## src/rtl/key_event_pkg.sv

```systemverilog
// -----------------------------------------------------------------------------
// key_event_pkg
// Shared definitions for the key/switch debounce front end:
//   - rptState_e : per-channel auto-repeat FSM state encoding
//   - clog2w     : minimum counter width (at least 1 bit) for a value range
//   - maxOf      : larger of two elaboration-time values
// -----------------------------------------------------------------------------
package key_event_pkg;

  typedef enum logic [1:0] {
    RPT_IDLE   = 2'd0,
    RPT_DELAY  = 2'd1,
    RPT_REPEAT = 2'd2
  } rptState_e;

  // Smallest width w (>= 1) such that 2**w >= value, i.e. enough bits to
  // hold every count 0 .. value-1.
  function automatic int unsigned clog2w(input longint unsigned value);
    int unsigned w;
    w = 32'd63;
    for (int i = 63; i >= 1; i--) begin
      if ((64'd1 << i) >= value) begin
        w = unsigned'(i);
      end
    end
    return w;
  endfunction

  function automatic longint unsigned maxOf(input longint unsigned a,
                                            input longint unsigned b);
    return (a > b) ? a : b;
  endfunction

endpackage

```

## src/rtl/key_event_channel.sv

```systemverilog
// -----------------------------------------------------------------------------
// key_event_channel
// One key channel: input synchroniser, hold-time debounce counter and an
// optional auto-repeat FSM. All outputs are registered.
// Ports:
//   iCLK     in   system clock
//   iRST_N   in   synchronous active-low reset
//   iKey     in   raw asynchronous key pin
//   oLevel   out  debounced level, 1 = pressed
//   oPress   out  one-cycle pulse when a press is accepted
//   oRelease out  one-cycle pulse when a release is accepted
//   oRepeat  out  one-cycle auto-repeat pulse while held (0 if REPEAT_EN=0)
// -----------------------------------------------------------------------------
module key_event_channel
  import key_event_pkg::*;
#(
  parameter int SYNC_STAGES  = 2,
  parameter int DB_CYCLES    = 500000,
  parameter int ACTIVE_LOW   = 1,
  parameter int REPEAT_EN    = 1,
  parameter int REPEAT_DELAY = 25000000,
  parameter int REPEAT_RATE  = 5000000
) (
  input  logic iCLK,
  input  logic iRST_N,
  input  logic iKey,
  output logic oLevel,
  output logic oPress,
  output logic oRelease,
  output logic oRepeat
);

  localparam int unsigned DB_W = clog2w(64'(DB_CYCLES) + 64'd1);
  localparam logic [DB_W-1:0] DB_LAST = DB_W'(DB_CYCLES - 1);
  // Raw pin value that means "released"; also used to invert polarity.
  localparam logic RAW_IDLE = (ACTIVE_LOW != 0) ? 1'b1 : 1'b0;
  localparam logic [SYNC_STAGES-1:0] SYNC_IDLE = {SYNC_STAGES{RAW_IDLE}};

  logic [SYNC_STAGES-1:0] syncChain_r;
  logic                   pressedSync_s;
  logic [DB_W-1:0]        dbCount_r;
  logic [DB_W-1:0]        dbCountNext_s;
  logic                   level_r;
  logic                   levelNext_s;
  logic                   press_r;
  logic                   pressNext_s;
  logic                   release_r;
  logic                   releaseNext_s;

  // Synchroniser chain; reset loads the released level so no edge is seen.
  always_ff @(posedge iCLK) begin
    if (!iRST_N) begin
      syncChain_r <= SYNC_IDLE;
    end else begin
      syncChain_r <= {syncChain_r[SYNC_STAGES-2:0], iKey};
    end
  end

  assign pressedSync_s = syncChain_r[SYNC_STAGES-1] ^ RAW_IDLE;

  // Debounce next state: accept a new level only after DB_CYCLES agreeing samples.
  always_comb begin
    dbCountNext_s = dbCount_r;
    levelNext_s   = level_r;
    pressNext_s   = 1'b0;
    releaseNext_s = 1'b0;
    if (pressedSync_s == level_r) begin
      dbCountNext_s = {DB_W{1'b0}};
    end else if (dbCount_r == DB_LAST) begin
      dbCountNext_s = {DB_W{1'b0}};
      levelNext_s   = pressedSync_s;
      pressNext_s   = pressedSync_s;
      releaseNext_s = ~pressedSync_s;
    end else begin
      dbCountNext_s = dbCount_r + DB_W'(1);
    end
  end

  // Debounce state and registered level / edge pulses.
  always_ff @(posedge iCLK) begin
    if (!iRST_N) begin
      dbCount_r <= {DB_W{1'b0}};
      level_r   <= 1'b0;
      press_r   <= 1'b0;
      release_r <= 1'b0;
    end else begin
      dbCount_r <= dbCountNext_s;
      level_r   <= levelNext_s;
      press_r   <= pressNext_s;
      release_r <= releaseNext_s;
    end
  end

  assign oLevel   = level_r;
  assign oPress   = press_r;
  assign oRelease = release_r;

  generate
    if (REPEAT_EN != 0) begin : gRepeat
      localparam int unsigned RPT_W =
        clog2w(maxOf(64'(REPEAT_DELAY), 64'(REPEAT_RATE)));
      localparam logic [RPT_W-1:0] DELAY_LAST = RPT_W'(REPEAT_DELAY - 1);
      localparam logic [RPT_W-1:0] RATE_LAST  = RPT_W'(REPEAT_RATE - 1);

      rptState_e        state_r;
      rptState_e        stateNext_s;
      logic [RPT_W-1:0] timer_r;
      logic [RPT_W-1:0] timerNext_s;
      logic             repeat_r;
      logic             repeatNext_s;

      // Repeat FSM state, timer and registered repeat pulse.
      always_ff @(posedge iCLK) begin
        if (!iRST_N) begin
          state_r  <= RPT_IDLE;
          timer_r  <= {RPT_W{1'b0}};
          repeat_r <= 1'b0;
        end else begin
          state_r  <= stateNext_s;
          timer_r  <= timerNext_s;
          repeat_r <= repeatNext_s;
        end
      end

      // Repeat FSM next state. Driven by the same-cycle accept strobes so
      // the timer starts on the press-pulse edge and a release cancels any
      // repeat falling due on its own edge.
      always_comb begin
        stateNext_s  = state_r;
        timerNext_s  = timer_r;
        repeatNext_s = 1'b0;
        if (releaseNext_s) begin
          stateNext_s = RPT_IDLE;
          timerNext_s = {RPT_W{1'b0}};
        end else begin
          case (state_r)
            RPT_IDLE: begin
              timerNext_s = {RPT_W{1'b0}};
              if (pressNext_s) begin
                stateNext_s = RPT_DELAY;
              end else begin
                stateNext_s = RPT_IDLE;
              end
            end
            RPT_DELAY: begin
              if (timer_r == DELAY_LAST) begin
                repeatNext_s = 1'b1;
                stateNext_s  = RPT_REPEAT;
                timerNext_s  = {RPT_W{1'b0}};
              end else begin
                timerNext_s = timer_r + RPT_W'(1);
              end
            end
            RPT_REPEAT: begin
              if (timer_r == RATE_LAST) begin
                repeatNext_s = 1'b1;
                timerNext_s  = {RPT_W{1'b0}};
              end else begin
                timerNext_s = timer_r + RPT_W'(1);
              end
            end
            default: begin
              stateNext_s = RPT_IDLE;
              timerNext_s = {RPT_W{1'b0}};
            end
          endcase
        end
      end

      assign oRepeat = repeat_r;
    end else begin : gNoRepeat
      assign oRepeat = 1'b0;
    end
  endgenerate

endmodule

```

## src/rtl/key_event_debounce.sv

```systemverilog
// -----------------------------------------------------------------------------
// key_event_debounce
// Multi-channel push-button front end: N_KEYS independent debounce channels
// plus an any-press summary.
// Ports:
//   iCLK      in   system clock
//   iRST_N    in   synchronous active-low reset
//   iKey      in   [N_KEYS] raw asynchronous key pins
//   oLevel    out  [N_KEYS] debounced levels, 1 = pressed
//   oPress    out  [N_KEYS] press-accepted pulses
//   oRelease  out  [N_KEYS] release-accepted pulses
//   oRepeat   out  [N_KEYS] auto-repeat pulses
//   oAnyPress out  OR of oPress (same timing as oPress)
// -----------------------------------------------------------------------------
module key_event_debounce
  import key_event_pkg::*;
#(
  parameter int N_KEYS       = 4,
  parameter int SYNC_STAGES  = 2,
  parameter int DB_CYCLES    = 500000,
  parameter int ACTIVE_LOW   = 1,
  parameter int REPEAT_EN    = 1,
  parameter int REPEAT_DELAY = 25000000,
  parameter int REPEAT_RATE  = 5000000
) (
  input  logic              iCLK,
  input  logic              iRST_N,
  input  logic [N_KEYS-1:0] iKey,
  output logic [N_KEYS-1:0] oLevel,
  output logic [N_KEYS-1:0] oPress,
  output logic [N_KEYS-1:0] oRelease,
  output logic [N_KEYS-1:0] oRepeat,
  output logic              oAnyPress
);

  generate
    for (genvar k = 0; k < N_KEYS; k++) begin : gChan
      key_event_channel #(
        .SYNC_STAGES (SYNC_STAGES),
        .DB_CYCLES   (DB_CYCLES),
        .ACTIVE_LOW  (ACTIVE_LOW),
        .REPEAT_EN   (REPEAT_EN),
        .REPEAT_DELAY(REPEAT_DELAY),
        .REPEAT_RATE (REPEAT_RATE)
      ) uChan (
        .iCLK    (iCLK),
        .iRST_N  (iRST_N),
        .iKey    (iKey[k]),
        .oLevel  (oLevel[k]),
        .oPress  (oPress[k]),
        .oRelease(oRelease[k]),
        .oRepeat (oRepeat[k])
      );
    end
  endgenerate

  // Built from the registered press bits, so it adds no cycle of latency.
  assign oAnyPress = |oPress;

endmodule

```

## config.mk

```make
export PLATFORM = sky130hd
export DESIGN_NAME = key_event_debounce
export DESIGN_NICKNAME = d
export VERILOG_FILES = /design/src/rtl/key_event_pkg.sv /design/src/rtl/key_event_channel.sv /design/src/rtl/key_event_debounce.sv
export SDC_FILE = /design/constraint.sdc
export NUM_CORES = 1
export LEC_CHECK = 0
export CORE_ASPECT_RATIO = 0.75
export CORE_UTILIZATION = 50
export DETAILED_ROUTE_END_ITERATION = 12
export PLACE_DENSITY = 0.75
export SYNTH_ARGS = -nofsm -noshare
export SYNTH_HDL_FRONTEND = slang
export SYNTH_SLANG_ARGS = --single-unit
export TNS_END_PERCENT = 100
```

## constraint.sdc

```tcl
create_clock -name iCLK -period 2.77 [get_ports iCLK]
set_clock_uncertainty 0.2 [all_clocks]
set_input_delay 0.554 -clock iCLK [delete_from_list [all_inputs] [get_ports iCLK]]
set_output_delay 0.554 -clock iCLK [all_outputs]
set_load 0.02 [all_outputs]
```

==> run_1/closeup.png <==
Region (60, 40) to (100, 80) um. Cells in gray, sequential cells in the stronger gray; small squares are vias.
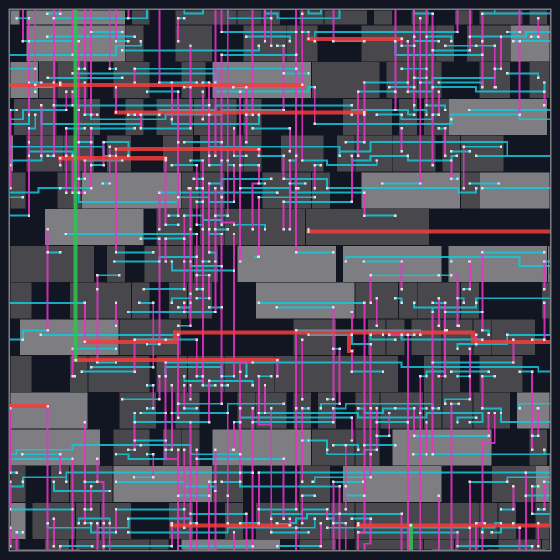
| layer | color |
|---|---|
| M2 | magenta |
| M3 | red |
| M1 | cyan |
| M4 | green |
sequential cells in the window: 18
cells with their middle in the window: 129
netlist names of flops here include: `gChan.uChan.dbCount_r` (7), `gChan.uChan.gRepeat.timer_r` (7), `gChan.uChan.gRepeat.state_r` (2)
most frequent: nor2_1 (19), dfxtp_1 (18), nand2_1 (12)

==> run_1/layers.png <==
Scale: 2 px per um. Only two layers are drawn.
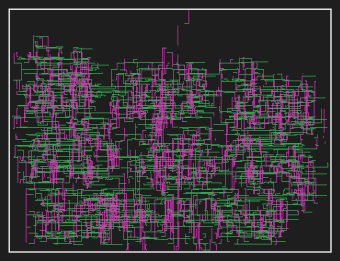
| layer | color | wire length |
|---|---|---|
| M2 | magenta | 7,030 um |
| M1 | green | 8,890 um |
via count: 7,038
gr usage total: 0.178
DR WL/cell: 12.6 um
Post-Route WL: 16.9 mm

==> run_1/pinout.png <==
Scale: 3 px per um. Pins as bars across the die edge, other pins in gray.
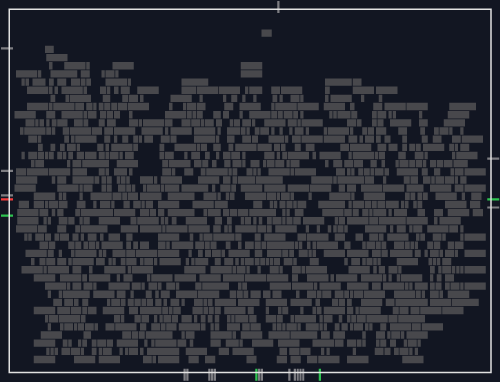
| port | color | pins | direction | edge |
|---|---|---|---|---|
| `iRST_N` | red | 1 | input | left |
| `oLevel` | green | 4 | output | 2 bottom, 1 left, 1 right |
Die Ht: 121 um
DIE WIDTH: 160 um
Port-buffer cells: 22

==> changes_impl.md, run 1 <==
### Physical design

* Status: complete, no violations
* Cell count after placement at 1,303
* Tot Pwr at 5.99 mW
* Post-DP HPWL at 11.4 mm
* Largest area class, layout: combinational gates
* Worst Setup End Kind: output port
* Most common logic cell in the routed design: nor2_1
* IO Pins at 23
* Antenna viol nets, final at 0
* Distinct lib cells at 48
* Non-clk bufs at 35
* R2R Path Start: gChan[1].uChan.gRepeat.timer_r[0]$_SDFF_PP0_
* Initial antenna violation count at 0
* Syn_area_per_cell at 8.81 um^2
* Biggest register: gChan.uChan.gRepeat.timer_r
* Psw at 1.15 mW
* Clk sink count at 208
* Hold path cells at 1
* Core ar. at 0.0180 mm^2
* Top cells by area: dfxtp_1 44%, xor2_1 10%, nor2_1 8.8%
* Worst path depth at 2
* Hold path startpoint: gChan[1].uChan.syncChain_r[0]$_SDFF_PN1_
* Yosys warns at 0
* CTS Hold Bufs at 0
* MaxCap Viol Count at 0
run 1: routing by layer:
layer / GRT usage / vias to the layer above
li1: - / 3656
met1: 0.257 / 3255
met2: 0.276 / 107
met3: 0.0316 / 20
met4: 0.0411 / 0
met5: 0 / -
run 1: kinds of logic (layout without fill, tap and decap cells):
group | after synthesis | after routing | synth area share
and+or+nand+nor | 564 | 564 | 0.305
DFF | 208 | 208 | 0.444
xor gates and xnor gates | 162 | 162 | 0.151
buffers and inverters | 72 | 105 | 0.0426
AOI/OAI and AO/OA | 37 | 37 | 0.0291
adders and majority gates | 20 | 20 | 0.0267
muxes | 1 | 1 | 0.00107
==> run_1/m2.png <==
Scale: 2 px per um.
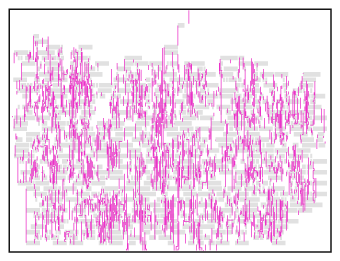

--- run 2 (diff from run 1) ---
==> constraint.sdc (replaced) <==
create_clock -name iCLK -period 3.4 [get_ports iCLK]
set_clock_uncertainty 0.2 [all_clocks]
set_input_delay 0.34 -clock iCLK [delete_from_list [all_inputs] [get_ports iCLK]]
set_output_delay 0.34 -clock iCLK [all_outputs]
set_load 0.02 [all_outputs]
==> run_2/m2.png <==
Scale: 2 px per um.
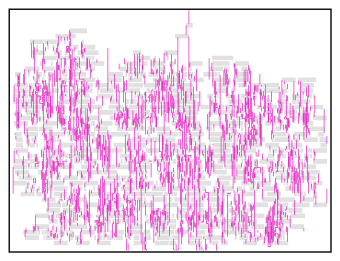
nets with wire on the layer: 862
main direction: vertical
wire length on this layer: 7,160 um
share of all routed wire: 42%
longest straight run: 38.4 um
via count: 6,995
met2 Use GR: 0.280
Post-Route WL: 17.0 mm

==> run_2/pinout.png <==
Scale: 3 px per um. Pins as bars across the die edge, other pins in gray.
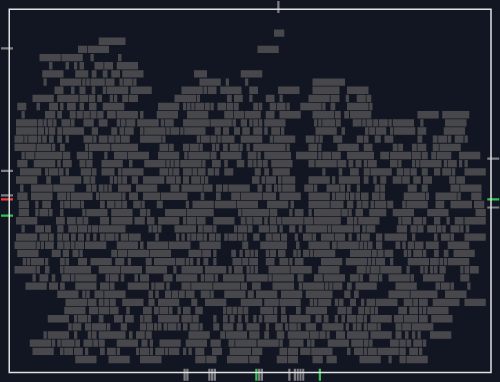

==> changes_impl.md, run 2 <==
### Physical design

* Gr usage total at 0.180 (+0.00187)
* Distinct lib cells at 48 (unchanged)
* Status: complete, no violations
* Gate Count Post-Synth at 1,064
* Hold path cells at 1 (unchanged)
* Core ar. at 0.0180 mm^2 (unchanged)
* Syn_area_per_cell at 8.81 um^2 (unchanged)
* Slew headroom at 0.389
* Synth Area in Compound Gates at 0.0291 (unchanged)
* DR WL/cell at 12.8 um (+1.3%)
* Yosys warns at 0 (unchanged)
* CTS Hold Bufs at 0 (unchanged)
* Post-DP HPWL at 11.5 mm (+0.82%)
* Worst path depth at 6 (+4)
* Initial antenna violation count at 0 (unchanged)
* Worst Setup End Kind: register
* Met2 routed WL at just over 7 mm
* Antenna viol nets, final at 0 (unchanged)
* Most common logic cell in the routed design: nor2_1
* CP endpoint: gChan[3].uChan.gRepeat.timer_r[2]$_SDFF_PP0_
* And+or+nand+nor area frac at 0.305 (unchanged)
* Max stage delay on crit path at 0.54 ns
* Clk sink count at 208 (unchanged)
* Adders+Majority by Area at 0.0267 (unchanged)
* DIE WIDTH at 160 um (unchanged)
* Top cells by area: dfxtp_1 44%, xor2_1 10%, nor2_1 8.8%
* MaxCap Viol Count at 0 (unchanged)
* Die Ht at 121 um (unchanged)
* Global Route met3 Usage at 0.0292 (-0.00240)
* Hold path startpoint: gChan[2].uChan.syncChain_r[0]$_SDFF_PN1_
* Top logic family: simple AND/OR/NAND/NOR gates
* Synth top cell by count: nor2_1
* XOR Share, Synth at 0.151 (unchanged)
* First-pass detailed-route iteration total at 4
* R2R Path Start: gChan[3].uChan.gRepeat.timer_r[0]$_SDFF_PP0_
* Busiest metal layer after global routing: met2
* Psw at 936 uW (-19%)
* Post-synth mux share at 0.00107 (unchanged)
* Port-buffer cells at 22 (unchanged)
* Biggest register: gChan.uChan.gRepeat.timer_r
==> run_2/placed.png <==
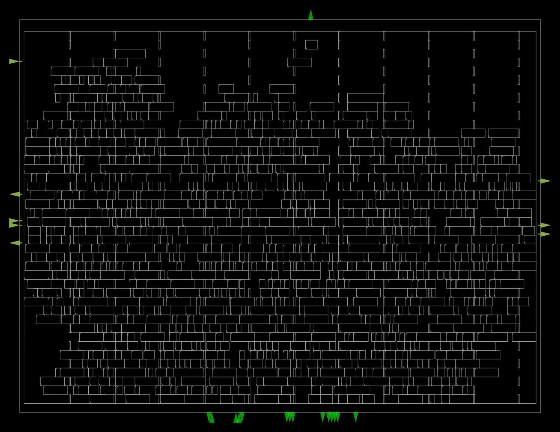
Layout Utilization: 0.577
sequential share of cell area: 0.401
final non-filler cell total: 1,332

run 2: cell count changes in the layout (fill, tap and decap cells not counted):
cell / change
buf_12: -1
buf_4: -7
bufinv_16: -1
clkbuf_1: +2
clkbuf_8: +1
clkinv_2: -1
run 2: stage by stage:
| step | std cells | area [um^2] | hold slack [ns] |
|---|---|---|---|
| finish | 1332 | 10400 | 0.209 |
| detailed placement | 1295 | 9660 | 0.192 |
| CTS | 1332 | 10400 | 0.205 |
| global route | 1332 | 10400 | 0.223 |
| global placement | 1295 | 9660 | 0.190 |
| floorplan | 1064 | 9370 | 0.186 |
run 2: cell type report:
cell class              count  area (um^2)
inverters                  34          128
multi-input cells         784         4810
repair buffers             27          258
flip-flops and latches    208         4160
clock buffers              32          637
clock inverters             5         75.1
fillers                  1596         7600
well taps                 242          303
Power figures rest on the tool's default switching activity, not on a simulated workload.
